$ cat src/rtl/piso_arb_pkg.sv
// Shared types and helpers for the round-robin PISO transmit arbiter.
package piso_arb_pkg;

  typedef enum logic [1:0] {
    IDLE   = 2'd0,
    SHIFT  = 2'd1,
    PARITY = 2'd2
  } state_t;

  function automatic int unsigned cnt_w(input int unsigned width);
    return (width < 2) ? 1 : $clog2(width);
  endfunction

  // Scans from last_grant+1 upward, wrapping at n_req; supports up to 8 requesters.
  function automatic logic [2:0] rr_winner(input logic [7:0]  valid,
                                           input logic [2:0]  last_grant,
                                           input int unsigned n_req);
    logic [2:0]  win;
    logic        found;
    int unsigned idx;
    win   = last_grant;
    found = 1'b0;
    for (int unsigned k = 1; k <= 8; k++) begin
      if (k <= n_req) begin
        idx = (32'(last_grant) + k) % n_req;
        if (!found && valid[idx[2:0]]) begin
          win   = idx[2:0];
          found = 1'b1;
        end
      end
    end
    return win;
  endfunction

endpackage

$ cat src/rtl/piso_tx_arbiter_shifter.sv
// Parallel-in serial-out shift register, MSB first, zero fill; load beats shift.
module piso_shifter #(
  parameter int unsigned WIDTH = 8
) (
  input  logic             clk,
  input  logic             reset,
  input  logic             load,
  input  logic             shift_en,
  input  logic [WIDTH-1:0] data_in,
  output logic             serial_out
);

  logic [WIDTH-1:0] sreg;

  always_ff @(posedge clk) begin
    if (reset)
      sreg <= '0;
    else if (load)
      sreg <= data_in;
    else if (shift_en)
      sreg <= {sreg[WIDTH-2:0], 1'b0};
  end

  assign serial_out = sreg[WIDTH-1];

endmodule

$ cat src/rtl/piso_tx_arbiter.sv
// Round-robin scheduler sharing one PISO shifter among N_REQ requesters.
// Optional trailing even-parity bit enabled by defining PISO_ARB_PARITY_EN.
module piso_tx_arbiter
  import piso_arb_pkg::*;
#(
  parameter int unsigned N_REQ = 4,
  parameter int unsigned WIDTH = 8
) (
  input  logic                     clk,
  input  logic                     reset,
  input  logic [N_REQ-1:0]         req_valid,
  input  logic [N_REQ*WIDTH-1:0]   req_data,
  output logic [N_REQ-1:0]         req_ready,
  input  logic                     tx_en,
  output logic                     serial_out,
  output logic                     serial_valid,
  output logic                     frame_start,
  output logic [$clog2(N_REQ)-1:0] grant_id,
  output logic                     busy
);

  localparam int unsigned GW    = $clog2(N_REQ);
  localparam int unsigned CNT_W = cnt_w(WIDTH);

  state_t           state, state_nxt;
  logic [CNT_W-1:0] bit_cnt;
  logic [GW-1:0]    last_grant, winner;
  logic [7:0]       valid8;
  logic [WIDTH-1:0] word;
  logic             accept, shift_en, sh_msb, bit_last;
`ifdef PISO_ARB_PARITY_EN
  logic             parity;
`endif

  always_comb begin
    valid8 = '0;
    valid8[N_REQ-1:0] = req_valid;
  end

  assign winner   = GW'(rr_winner(valid8, 3'(last_grant), N_REQ));
  assign word     = req_data[winner*WIDTH +: WIDTH];
  assign accept   = (state == IDLE) && !reset && (|req_valid);
  assign bit_last = (bit_cnt == CNT_W'(WIDTH-1));
  assign busy     = (state != IDLE);

  piso_shifter #(.WIDTH(WIDTH)) u_shifter (
    .clk        (clk),
    .reset      (reset),
    .load       (accept),
    .shift_en   (shift_en),
    .data_in    (word),
    .serial_out (sh_msb)
  );

  always_ff @(posedge clk) begin
    if (reset) begin
      state      <= IDLE;
      bit_cnt    <= '0;
      grant_id   <= '0;
      last_grant <= GW'(N_REQ-1);
`ifdef PISO_ARB_PARITY_EN
      parity     <= 1'b0;
`endif
    end else begin
      state <= state_nxt;
      if (accept) begin
        grant_id   <= winner;
        last_grant <= winner;
        bit_cnt    <= '0;
`ifdef PISO_ARB_PARITY_EN
        parity     <= ^word;
`endif
      end else if (shift_en) begin
        bit_cnt <= bit_cnt + CNT_W'(1);
      end
    end
  end

  always_comb begin
    state_nxt = state;
    case (state)
      IDLE:  if (accept) state_nxt = SHIFT;
      SHIFT: if (tx_en && bit_last)
`ifdef PISO_ARB_PARITY_EN
               state_nxt = PARITY;
`else
               state_nxt = IDLE;
`endif
`ifdef PISO_ARB_PARITY_EN
      PARITY: if (tx_en) state_nxt = IDLE;
`endif
      default: state_nxt = IDLE;
    endcase
  end

  always_comb begin
    req_ready    = '0;
    serial_out   = 1'b0;
    serial_valid = 1'b0;
    frame_start  = 1'b0;
    shift_en     = 1'b0;
    case (state)
      IDLE: if (accept) req_ready[winner] = 1'b1;
      SHIFT: begin
        serial_out = sh_msb;
        if (tx_en) begin
          serial_valid = 1'b1;
          shift_en     = 1'b1;
          frame_start  = (bit_cnt == '0);
        end
      end
`ifdef PISO_ARB_PARITY_EN
      PARITY: begin
        serial_out   = parity;
        serial_valid = tx_en;
      end
`endif
      default: ;
    endcase
  end

endmodule

$ cat config.mk
export PLATFORM = sky130hd
export DESIGN_NAME = piso_tx_arbiter
export DESIGN_NICKNAME = d
export VERILOG_FILES = /design/src/rtl/piso_arb_pkg.sv /design/src/rtl/piso_tx_arbiter_shifter.sv /design/src/rtl/piso_tx_arbiter.sv
export SDC_FILE = /design/constraint.sdc
export NUM_CORES = 1
export LEC_CHECK = 0
export ABC_AREA = 0
export CORE_ASPECT_RATIO = 0.75
export CORE_UTILIZATION = 42
export CTS_BUF_LIST = sky130_fd_sc_hd__clkbuf_4
export DETAILED_ROUTE_END_ITERATION = 7
export PLACE_DENSITY = 0.77
export SLEW_MARGIN = 20
export SYNTH_ARGS = -nofsm -noshare
export SYNTH_HDL_FRONTEND = slang
export SYNTH_HIERARCHICAL = 1
export SYNTH_SLANG_ARGS = --single-unit
$ cat constraint.sdc
create_clock -name clk -period 2.05 [get_ports clk]
set_input_delay 0.3075 -clock clk [delete_from_list [all_inputs] [get_ports clk]]
set_output_delay 0.3075 -clock clk [all_outputs]
set_load 0.01 [all_outputs]
==> impl_metrics.tcl <==
# implementation run metrics
set metrics [dict create \
    status "complete, no violations" \
    num-clock-buffers 3 \
    cp_slowest_stage_delay_ns 0.35 \
    comb_area_share_pct 40.0 \
    logic_family "multiplexers" \
    flops 16 \
    slowest_stage "dfxtp_2" \
    gp_congestion 0.909 \
    maxCapViolCount 0 \
    crit_path_start "last_grant[0]$_SDFFE_PP1N_" \
    min_path_type "register to register" \
    largest-register "u_shifter/sreg" \
    regToRegSetupSlack_ns 0.08 \
    cts.sinks 16 \
    layout_top_cell "clkdlybuf4s50_1" \
    dp_slack_ns -0.499 \
    synth-async-reset-ratio_pct 0 \
    min_from "grant_id[0]$_SDFFE_PP0N_" \
    top_cells_by_area "dfxtp_1 30%, mux4_1 9.9%, mux4_2 8.5%, mux2i_1 7.5%, a211oi_1 5.7%" \
    yosys.area_share.xor_xnor_pct 0.824 \
    ys_types 32 \
    crit_family "buffers and inverters" \
    cts-resized-gates 29 \
    comb_power_w 0.000544 \
    dr_wl_met2_mm 1.43 \
    cp_max_fo 4 \
    ys_sh_mux_pct 25.9 \
    clkCellAreaFrac_pct 1.47 \
    wirelength_met1_mm 1.27 \
    stdcell_count 208 \
    wl_per_cell_um 14.1 \
    grt_overflow 0 \
    fill_cells 162 \
    ys_top_cells_by_count "16 x dfxtp_1, 8 x a211oi_1, 8 x mux2i_1, 8 x nand2_1" \
    cts_made_buffers 3 \
    taps 34 \
    grt_pass1_vias 1032 \
]
### Clock distribution

The bar under the picture is 20 µm long.
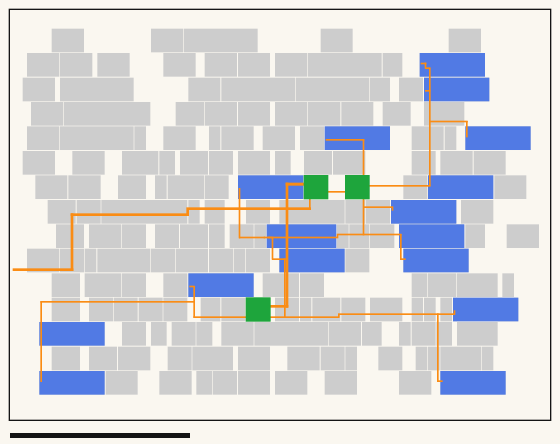
blue -> flip-flops  # count 16
orange -> clock wires  # length 217 µm
green -> clock-net drivers  # count 3
routed clock nets = 4
Skew-Pair Late Insertion Delay: 0.29 ns
P_clk: 0.000177 W

### Placed cells, one color a class

The bar under the picture is 20 µm long.
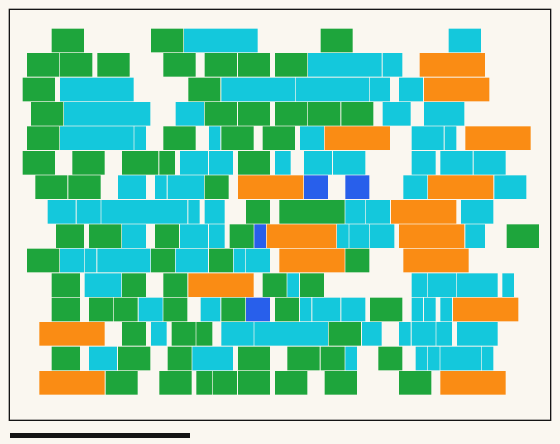
green -> remaining buffers and delay cells  # cells 72, share of their area 38%
orange -> sequential cells  # cells 16, share of their area 18%
blue -> clock drivers and dummy loads  # cells 4, share of their area 1.5%
cyan -> remaining logic cells  # cells 82, share of their area 42%
fin area: 0.00179 mm²
core area: 0.00235 mm²
Post-Route Utilization: 76.2%

### PDN straps and rails

Pins as bars on the die edge.
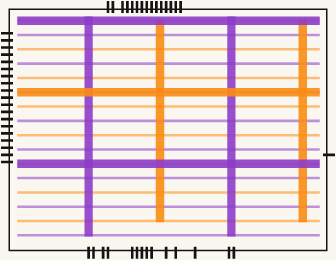
purple -> VSS
orange -> VDD
met4 straps = 4
signal pins = 49
met1 rails = 16
met5 straps = 3
rows = 15
Die W: 60.1 µm
Die Y: 45.6 µm
IR drop worst, VDD: 0.000417 V

Power is estimated from default activity; no workload was simulated.
